<file path="config.mk">
export PLATFORM = sky130hd
export DESIGN_NAME = plm_response_router
export DESIGN_NICKNAME = d
export VERILOG_FILES = /design/src/rtl/saladin_pkg.sv /design/src/rtl/resp_fifo2.sv /design/src/rtl/plm_response_router.sv
export SDC_FILE = /design/constraint.sdc
export NUM_CORES = 1
export LEC_CHECK = 0
export ABC_AREA = 1
export CORE_UTILIZATION = 35
export CTS_BUF_LIST = sky130_fd_sc_hd__clkbuf_4 sky130_fd_sc_hd__clkbuf_8 sky130_fd_sc_hd__clkbuf_16
export DETAILED_ROUTE_END_ITERATION = 10
export PLACE_DENSITY = 0.53
export SLEW_MARGIN = 20
export SYNTH_ARGS = -nofsm -noshare
export SYNTH_HDL_FRONTEND = slang
export SYNTH_HIERARCHICAL = 1
export SYNTH_SLANG_ARGS = --single-unit
</file>
<file path="constraint.sdc">
create_clock -name clk -period 2.3 [get_ports clk]
set_clock_uncertainty 0.15 [all_clocks]
set_input_delay 0.345 -clock clk [delete_from_list [all_inputs] [get_ports clk]]
set_output_delay 0.345 -clock clk [all_outputs]
set_load 0.005 [all_outputs]
</file>
<file path="src/rtl/saladin_pkg.sv">
// Shared types and width helpers for the PLM scheduling fabric.
// Latency: n/a (types and constant functions only).
// Backpressure: n/a.
//
// Contents:
//   TAG_ID_W        - id field width carried in a grant tag (ids are zero-extended into it)
//   grant_tag_t     - {valid, id} tag reported by the scheduler for each granted read
//   cid_width()     - consumer-index width, never less than one bit
//   plm_input_width() - width of one packed scheduler request word
package saladin_pkg;

   localparam int TAG_ID_W = 8;

   typedef struct packed {
      logic                valid;
      logic [TAG_ID_W-1:0] id;
   } grant_tag_t;

   function automatic int cid_width(input int n);
      return (n > 1) ? $clog2(n) : 1;
   endfunction

   // Request word as the scheduler packs it: address, bank select, write data, write enable.
   function automatic int plm_input_width(input int addr_w, input int nbanks, input int value_w);
      return addr_w + cid_width(nbanks) + value_w + 1;
   endfunction

endpackage

</file>
<file path="src/rtl/resp_fifo2.sv">
// Two-entry registered response FIFO for one consumer.
// Latency: a push becomes visible at the head on the following cycle (no bypass).
// Backpressure: a push while full is ignored unless a pop happens in the same cycle.
//
// Ports:
//   clk, reset          - clock, asynchronous active-low reset
//   push, push_data     - write request and word
//   pop                 - remove the head (ignored while empty)
//   head                - head word, zero after reset
//   full, empty         - occupancy flags
module resp_fifo2 #(
   parameter int WIDTH = 8
) (
   input  logic             clk,
   input  logic             reset,
   input  logic             push,
   input  logic [WIDTH-1:0] push_data,
   input  logic             pop,
   output logic [WIDTH-1:0] head,
   output logic             full,
   output logic             empty
);

   logic [1:0]       cnt;
   logic [WIDTH-1:0] head_q;
   logic [WIDTH-1:0] tail_q;
   logic             do_pop;
   logic             do_push;

   assign empty   = (cnt == 2'd0);
   assign full    = (cnt == 2'd2);
   assign do_pop  = pop && !empty;
   // A full FIFO can still take a word when the head leaves in the same cycle.
   assign do_push = push && (!full || do_pop);
   assign head    = head_q;

   // The head is always its own register so the consumer sees a flop output.
   always_ff @(posedge clk or negedge reset) begin
      if (!reset) begin
         cnt    <= 2'd0;
         head_q <= '0;
         tail_q <= '0;
      end else begin
         case (cnt)
            2'd0: begin
               if (do_push) begin
                  head_q <= push_data;
                  cnt    <= 2'd1;
               end
            end
            2'd1: begin
               if (do_pop && do_push) begin
                  head_q <= push_data;
               end else if (do_pop) begin
                  cnt <= 2'd0;
               end else if (do_push) begin
                  tail_q <= push_data;
                  cnt    <= 2'd2;
               end
            end
            default: begin
               if (do_pop) begin
                  head_q <= tail_q;
                  if (do_push) begin
                     tail_q <= push_data;
                  end else begin
                     cnt <= 2'd1;
                  end
               end
            end
         endcase
      end
   end

endmodule

</file>
<file path="src/rtl/plm_response_router.sv">
// Return path of the PLM fabric: delays grant tags by MEM_LATENCY, pairs them with bank read data, routes to per-consumer FIFOs.
// Latency: grant in cycle t, bank_rdata in cycle t+MEM_LATENCY, resp_valid in cycle t+MEM_LATENCY+1.
// Backpressure: none upstream; each consumer drains via resp_valid/resp_ack, words arriving at a full FIFO are dropped.
//
// Ports:
//   clk, reset       - clock, asynchronous active-low reset
//   grant_valid/id   - per-kernel grant tag from the request scheduler
//   bank_rdata       - per-kernel read data, aligned with the tag MEM_LATENCY cycles later
//   resp_valid/data  - per-consumer FIFO head
//   resp_ack         - per-consumer head accept
//   overflow         - per-consumer sticky drop flag, cleared only by reset
//
// Build option RESP_OVERFLOW_EN: when defined, overflow flags FIFO-full and
// same-consumer collision drops; otherwise overflow is tied low and drops are silent.
module plm_response_router
   import saladin_pkg::*;
#(
   parameter  int ADDR_WIDTH  = 4,
   parameter  int VALUE_WIDTH = 8,
   parameter  int NCONSUMERS  = 2,
   parameter  int NBANKS      = 1,
   parameter  int NPORTS      = 1,
   parameter  int MEM_LATENCY = 1,
   localparam int NKERNELS    = NBANKS * NPORTS,
   localparam int CID_WIDTH   = cid_width(NCONSUMERS)
) (
   input  logic                                   clk,
   input  logic                                   reset,
   input  logic [NKERNELS-1:0]                    grant_valid,
   input  logic [NKERNELS-1:0][CID_WIDTH-1:0]     grant_id,
   input  logic [NKERNELS-1:0][VALUE_WIDTH-1:0]   bank_rdata,
   output logic [NCONSUMERS-1:0]                  resp_valid,
   output logic [NCONSUMERS-1:0][VALUE_WIDTH-1:0] resp_data,
   input  logic [NCONSUMERS-1:0]                  resp_ack,
   output logic [NCONSUMERS-1:0]                  overflow
);

   // Elaboration-time parameter sanity (ADDR_WIDTH is otherwise only carried for the scheduler).
   if (MEM_LATENCY < 1 || MEM_LATENCY > 8) begin : g_bad_latency
      $error("plm_response_router: MEM_LATENCY must be in 1..8");
   end
   if (ADDR_WIDTH < 1) begin : g_bad_addr
      $error("plm_response_router: ADDR_WIDTH must be at least 1");
   end
   if (CID_WIDTH > TAG_ID_W) begin : g_bad_cid
      $error("plm_response_router: consumer id wider than the grant tag id field");
   end

   // ------------------------------------------------------------------
   // Tag delay line: one MEM_LATENCY-deep {valid, id} shift register per kernel.
   // ------------------------------------------------------------------
   grant_tag_t tag_pipe [NKERNELS][MEM_LATENCY];
   grant_tag_t tag_out  [NKERNELS];

   always_ff @(posedge clk or negedge reset) begin
      if (!reset) begin
         for (int k = 0; k < NKERNELS; k++) begin
            for (int s = 0; s < MEM_LATENCY; s++) begin
               tag_pipe[k][s] <= '0;
            end
         end
      end else begin
         for (int k = 0; k < NKERNELS; k++) begin
            tag_pipe[k][0] <= '{valid: grant_valid[k], id: TAG_ID_W'(grant_id[k])};
            for (int s = 1; s < MEM_LATENCY; s++) begin
               tag_pipe[k][s] <= tag_pipe[k][s-1];
            end
         end
      end
   end

   for (genvar k = 0; k < NKERNELS; k++) begin : g_tag_out
      assign tag_out[k] = tag_pipe[k][MEM_LATENCY-1];
   end

   // ------------------------------------------------------------------
   // Routing: the lowest-index kernel emerging for a consumer owns that
   // consumer's push this cycle. Ids at or above NCONSUMERS match nothing
   // and therefore vanish without a flag.
   // ------------------------------------------------------------------
   logic [NCONSUMERS-1:0]                  push;
   logic [NCONSUMERS-1:0][VALUE_WIDTH-1:0] push_data;

   always_comb begin
      push      = '0;
      push_data = '0;
      for (int c = 0; c < NCONSUMERS; c++) begin
         for (int k = 0; k < NKERNELS; k++) begin
            if (!push[c] && tag_out[k].valid && tag_out[k].id == TAG_ID_W'(c)) begin
               push[c]      = 1'b1;
               push_data[c] = bank_rdata[k];
            end
         end
      end
   end

   // ------------------------------------------------------------------
   // Per-consumer FIFOs
   // ------------------------------------------------------------------
   logic [NCONSUMERS-1:0] fifo_full;
   logic [NCONSUMERS-1:0] fifo_empty;
   logic [NCONSUMERS-1:0] pop;

   assign resp_valid = ~fifo_empty;
   assign pop        = resp_ack & ~fifo_empty;

   for (genvar c = 0; c < NCONSUMERS; c++) begin : g_fifo
      resp_fifo2 #(
         .WIDTH (VALUE_WIDTH)
      ) u_fifo (
         .clk       (clk),
         .reset     (reset),
         .push      (push[c]),
         .push_data (push_data[c]),
         .pop       (pop[c]),
         .head      (resp_data[c]),
         .full      (fifo_full[c]),
         .empty     (fifo_empty[c])
      );
   end

   // ------------------------------------------------------------------
   // Overflow flags
   // ------------------------------------------------------------------
`ifdef RESP_OVERFLOW_EN
   // A second emerging tag for a consumer already claimed this cycle is a collision.
   logic [NCONSUMERS-1:0] seen;
   logic [NCONSUMERS-1:0] collide;

   always_comb begin
      seen    = '0;
      collide = '0;
      for (int c = 0; c < NCONSUMERS; c++) begin
         for (int k = 0; k < NKERNELS; k++) begin
            if (tag_out[k].valid && tag_out[k].id == TAG_ID_W'(c)) begin
               if (seen[c]) begin
                  collide[c] = 1'b1;
               end
               seen[c] = 1'b1;
            end
         end
      end
   end

   always_ff @(posedge clk or negedge reset) begin
      if (!reset) begin
         overflow <= '0;
      end else begin
         overflow <= overflow | collide | (push & fifo_full & ~pop);
      end
   end
`else
   logic full_unused;
   assign full_unused = |fifo_full;
   assign overflow    = '0;
`endif

endmodule

</file>
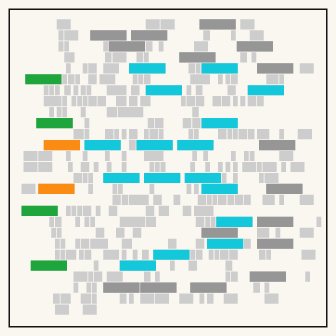
Figure 1: run 1, register map, names as in the netlist.
Other sequential cells in the stronger gray, the rest of the logic in the fainter gray.
| color | netlist name | flops |
|---|---|---|
| green | g_fifo.u_fifo/cnt | 4 |
| cyan | g_fifo.u_fifo/tail_q | 16 |
| orange | tag_out | 2 |

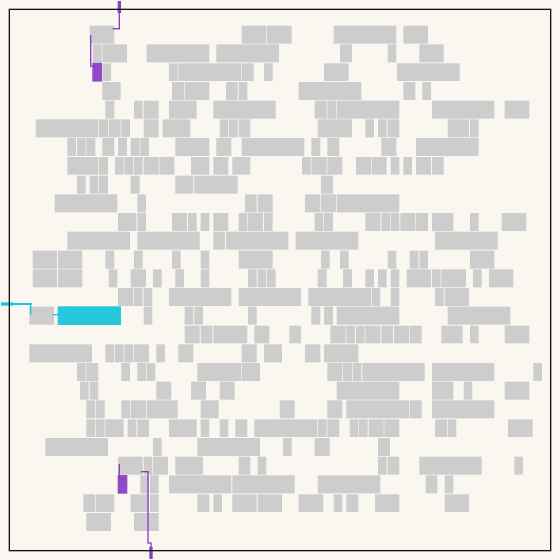
Figure 2: run 1, wires at chosen ports, followed through buffers.
| color | port | bits | direction | edge | end cells | buffers | wire |
|---|---|---|---|---|---|---|---|
| cyan | grant_id | 1 | input | left | 1 | 1 | 6.70 um |
| purple | resp_valid | 2 | output | 1 top, 1 bottom | 2 | 2 | 24.1 um |

==> run notes, run 1 <==
fresh numbers from the pnr run: Setup crit start kind=flip-flop, Pleak=1.310 nW, hold_buf cts=1, row cnt=27, CTS tree=done, largest stage delay on the critical path=approximately 0.44 ns, met1 usage=22.74%, Detailed Routing Iterations Pass 1=4, Switching Share=38.52%, worst setup margin=0.2910 ns, Clk. pwr=457 uW, Routed WL per cell=11.46 um, port bufs=31, Syn Area/Cell=8.039 um2, most common logic cell in the routed design=nand2_1, gr busiest metal=met2, Data required, critical path=1.80 ns, Top cells excl fill/tap=70 x nand2_1, 38 x dfrtp_1, 30 x clkdlybuf4s50_1, fin cells=367, synthesized area=2042 um2, gr usage total=15.75%, Power Dens Cells=1196 nW/um2, first-pass GRT wire length=7590 um, switching power=1.166 mW, area growth from synthesis to layout=24.02%, 1st-iter DRT viols=approximately 130, global placement routability congestion=0.7772, hold slack final=0.3144 ns, Vias/cell=between 4 and 5, vias in the first global route=1601, Worst-path clk slew=0.07 ns, cell repeated most along the worst path=inv_1, die width=78.38 um, Biggest consumer=combinational logic, CP Buf/Inv Count=4, clkbuf count=7, met3 WL post-DR=194 um, total placed cells including tap cells=about 360, Flop Count=38, count of tool warnings=26, R2R depth=10, Util after Layout=45.43%, logic area=915.9 um2, worst IR drop on VDD=562.8 uV, logic share of the area=36.17%, critical path peak fanout=10, period utilization=between 80% and 90%, met2 GRT Util=23.16%, multi-input gates=180, dominant kind of cell=sequential cells, Core Region=5574 um2, CP Capture Type=output pin, Max-cap violations=0, post-CTS resize count=0, WP data arrival=around 1.5 ns, slowest CP cell=clkdlybuf4s50_1, H-tree Lvls=2, Hold Fails Final Rpt=0, crit-path leading delay family=buffers and inverters, top sig layer=met4, DRC=0, CP Depth=5, met2 wire length=around 1800 um, largest net degree at the start of global routing=39, status=complete, no violations, NonClk Buf Share=15.12%, clk sinks=38, Comb power frac=48.6%, placed instance area=2439 um2, via count=1672, # diodes=0, count of final setup violators=0, FF/Latch Area=about 950 um2, ClkCell Share=about 3.3%, Seq power=between 1 and 1.5 mW, Inverters=29, Final HPWL DP=between 3000 and 4000 um, Int Power=1.862 mW, Clock Tree Root=clkbuf_8, Signal buffers=between 40 and 50, Tot Pwr=3.028 mW, number of nets in the layout=311, Latency at later pin=0.28 ns, total die size=6143 um2, GRT overflow=0, post-route cell area=2532 um2, fp_density=36.63%, num ports=34, RSZ-0062 raised after global routing=no, fmax=between 400 and 500 MHz, Num CTS Buffers=5, Final ANT Viol Nets=0, filler cell count=586, initial antenna violation count=0, Yosys warning count=6, min-delay src=g_fifo[0].u_fifo/tail_q[6], number of buffers added for setup after CTS=0, clock share of power=15.1%, WHS Endpoint=g_fifo[0].u_fifo/tail_q[6], worst hold path depth=2, DRT met1 WL=2147 um, setup slack after placement=0.1539 ns, combinational power=1.47 mW, CP Cell Sequence=inv_2 -> nand2_2 -> inv_1 -> inv_1 -> clkdlybuf4s50_1, RR Endpoint=g_fifo[1].u_fifo/tail_q[1], die height=78.38 um, cells after synthesis=between 200 and 300, worst reg2reg setup slack=0.33 ns, Critical R2R Launch=g_fifo[1].u_fifo/cnt[1], Slew Viols, Final=0, TNS Setup=0 ns
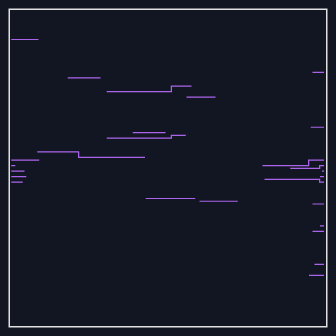
Figure 3: run 1, M3 wires.
wire length on this layer: 194 um
longest straight run: 16.3 um
Post-Route WL: 4206 um
met3 global-route usage: 3.837%

==> run 2: changes to the inputs <==
SLEW_MARGIN = not set   (was 20)
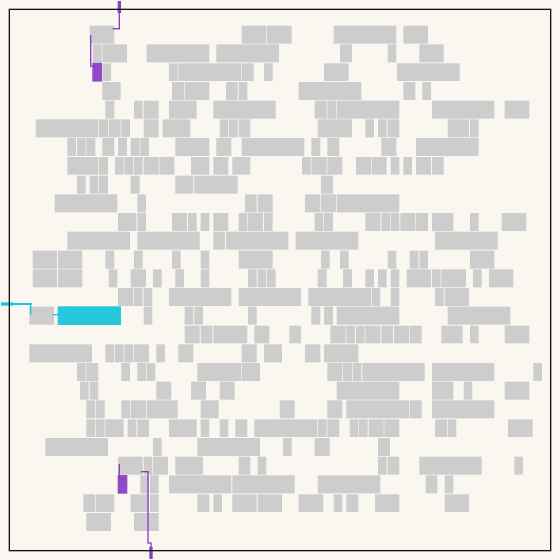
Figure 4: run 2, wires at chosen ports, followed through buffers.
| color | port | bits | direction | edge | end cells | buffers | wire |
|---|---|---|---|---|---|---|---|
| cyan | grant_id | 1 | input | left | 1 | 1 | 6.70 um |
| purple | resp_valid | 2 | output | 1 top, 1 bottom | 2 | 2 | 24.1 um |

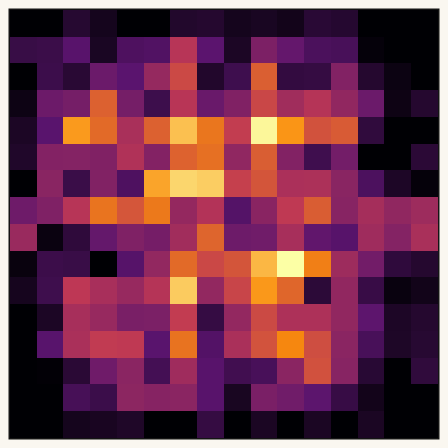
Figure 5: run 2, wire density map.
16 x 16 tiles, from black (low) to pale yellow (high), scaled to the fullest tile. Values are wire area over tile area, all layers added.
emptiest ninth of the die: top right
mean over tiles: 0.11
nearly empty tiles: 14%
gr usage total: 15.75%
Routed WL per cell: 11.46 um
via count: 1672

==> run 2 against run 1 <==
  * Clock power about the same
  * Count of clock-buffer cells in the layout stayed put
  * Critical path depth stayed put
  * Sequential share of layout area stayed put
  * Highest routed layer unchanged
  * Sequential power barely moved
  * Wire length stayed put
  * Global-route usage unchanged
  * Via count stayed put
  * Worst setup slack did not move
  * Flip-flop count is the same
  * Largest power group unchanged
  * Largest cell class unchanged
  * Combinational power about the same
  * Die area unchanged
==> run notes, run 2 <==
fresh numbers from the pnr run: status=complete, no violations, hold slack final=0.3144 ns (unchanged), die height=78.38 um (unchanged), CP Class=reg -> out, worst setup margin=0.2910 ns (unchanged), clock share of power=15.1% (about the same), post-route cell area=2532 um2 (unchanged), hold_buf cts=1 (unchanged), Setup crit start kind=flip-flop, # diodes=0 (unchanged), Flop Count=38 (unchanged), Hold Fails Final Rpt=0 (unchanged), Util after Layout=45.43% (unchanged), Max-cap violations=0 (unchanged), Tot Pwr=3.028 mW (unchanged), Clock Path Buffers=2, 1st-iter DRT viols=127 (unchanged), Critical R2R Launch=g_fifo[1].u_fifo/cnt[1], fp_density=36.63% (unchanged), logic share of the area=36.17% (unchanged), setup slack after placement=0.1539 ns (unchanged), Clock Tree Root=clkbuf_8, Num CTS Buffers=5 (unchanged), slowest CP cell=clkdlybuf4s50_1, FF/Latch Area=950.9 um2 (unchanged), switching power=1.166 mW (unchanged), Post-Route WL=4206 um (unchanged), worst reg2reg setup slack=0.33 ns (about the same), cell repeated most along the worst path=inv_1, RSZ-0062 raised after global routing=no, fraction of layout cells with a size suffix above 1=19.32%, clk sinks=38 (unchanged), GRT overflow=0 (unchanged), crit-path leading delay family=buffers and inverters, row cnt=27 (unchanged), Inverters=29 (unchanged), met2 wire length=1836 um (unchanged), fmax=497.8 MHz (unchanged), met3 global-route usage=3.837% (unchanged), count of final setup violators=0 (unchanged), multi-input gates=180 (unchanged), Comb power frac=48.6% (about the same), top sig layer=met4, dominant kind of cell=sequential cells, RR Endpoint=g_fifo[1].u_fifo/tail_q[1], Signal buffers=41 (unchanged), Seq power=1.10 mW (about the same), Clk. pwr=457 uW (about the same), post-CTS resize count=0 (unchanged), CP Depth=5 (unchanged), DRC=0 (unchanged), Final ANT Viol Nets=0 (unchanged), H-tree Lvls=2 (unchanged), count of tool warnings=26 (unchanged), placed instance area=2439 um2 (unchanged), met1 usage=22.74% (unchanged), largest stage delay on the critical path=0.44 ns (about the same), fin cells=367 (unchanged), R2R depth=10 (unchanged), Pleak=1.310 nW (unchanged), Int Power=1.862 mW (unchanged), Yosys warning count=6 (unchanged), DRT met1 WL=2147 um (unchanged), WP data arrival=1.51 ns (about the same), Switching Share=38.52% (unchanged), met3 WL post-DR=194 um (unchanged), global placement routability congestion=0.7772 (unchanged), period utilization=87.35% (unchanged), cells after synthesis=254 (unchanged), CP Cell Sequence=inv_2 -> nand2_2 -> inv_1 -> inv_1 -> clkdlybuf4s50_1, clkbuf count=7 (unchanged), combinational power=1.47 mW (about the same), Power Dens Cells=1196 nW/um2 (unchanged), Biggest consumer=combinational logic, Data required, critical path=1.80 ns (about the same), Worst-path clk slew=0.07 ns (about the same), filler cell count=586 (unchanged), gr busiest metal=met2, worst hold path depth=2 (unchanged), worst IR drop on VDD=562.8 uV (unchanged), Seq area share=37.55%, CTS tree=done, total placed cells including tap cells=359 (unchanged), Core Region=5574 um2 (unchanged), Latency at later pin=0.28 ns (about the same), most common logic cell in the routed design=nand2_1, number of nets in the layout=311 (unchanged), NonClk Buf Share=15.12% (unchanged), initial antenna violation count=0 (unchanged), first-pass GRT wire length=7590 um (unchanged), number of buffers added for setup after CTS=0 (unchanged), critical path peak fanout=10 (unchanged), WHS Endpoint=g_fifo[0].u_fifo/tail_q[6], largest net degree at the start of global routing=39 (unchanged), Vias/cell=4.556 (unchanged), port bufs=31 (unchanged), Slew Viols, Final=0 (unchanged), CP Capture Type=output pin, total die size=6143 um2 (unchanged), min Tclk post-route=about 2.0 ns, n_taps=72, CP Buf/Inv Count=4 (unchanged), met2 GRT Util=23.16% (unchanged), logic area=915.9 um2 (unchanged), min-delay src=g_fifo[0].u_fifo/tail_q[6], TNS Setup=0 ns (unchanged), Detailed Routing Iterations Pass 1=4 (unchanged), ClkCell Share=3.310% (unchanged), die width=78.38 um (unchanged), area growth from synthesis to layout=24.02% (unchanged), Final HPWL DP=3019 um (unchanged), Top cells excl fill/tap=70 x nand2_1, 38 x dfrtp_1, 30 x clkdlybuf4s50_1, Worst Hold Class=reg -> reg, num ports=34 (unchanged), critical path endpoint=resp_valid[1], Syn Area/Cell=8.039 um2 (unchanged), sequential power share=36.3%, vias in the first global route=1601 (unchanged), synthesized area=2042 um2 (unchanged)
No activity file was given, so power comes from the tool's default toggle rates.
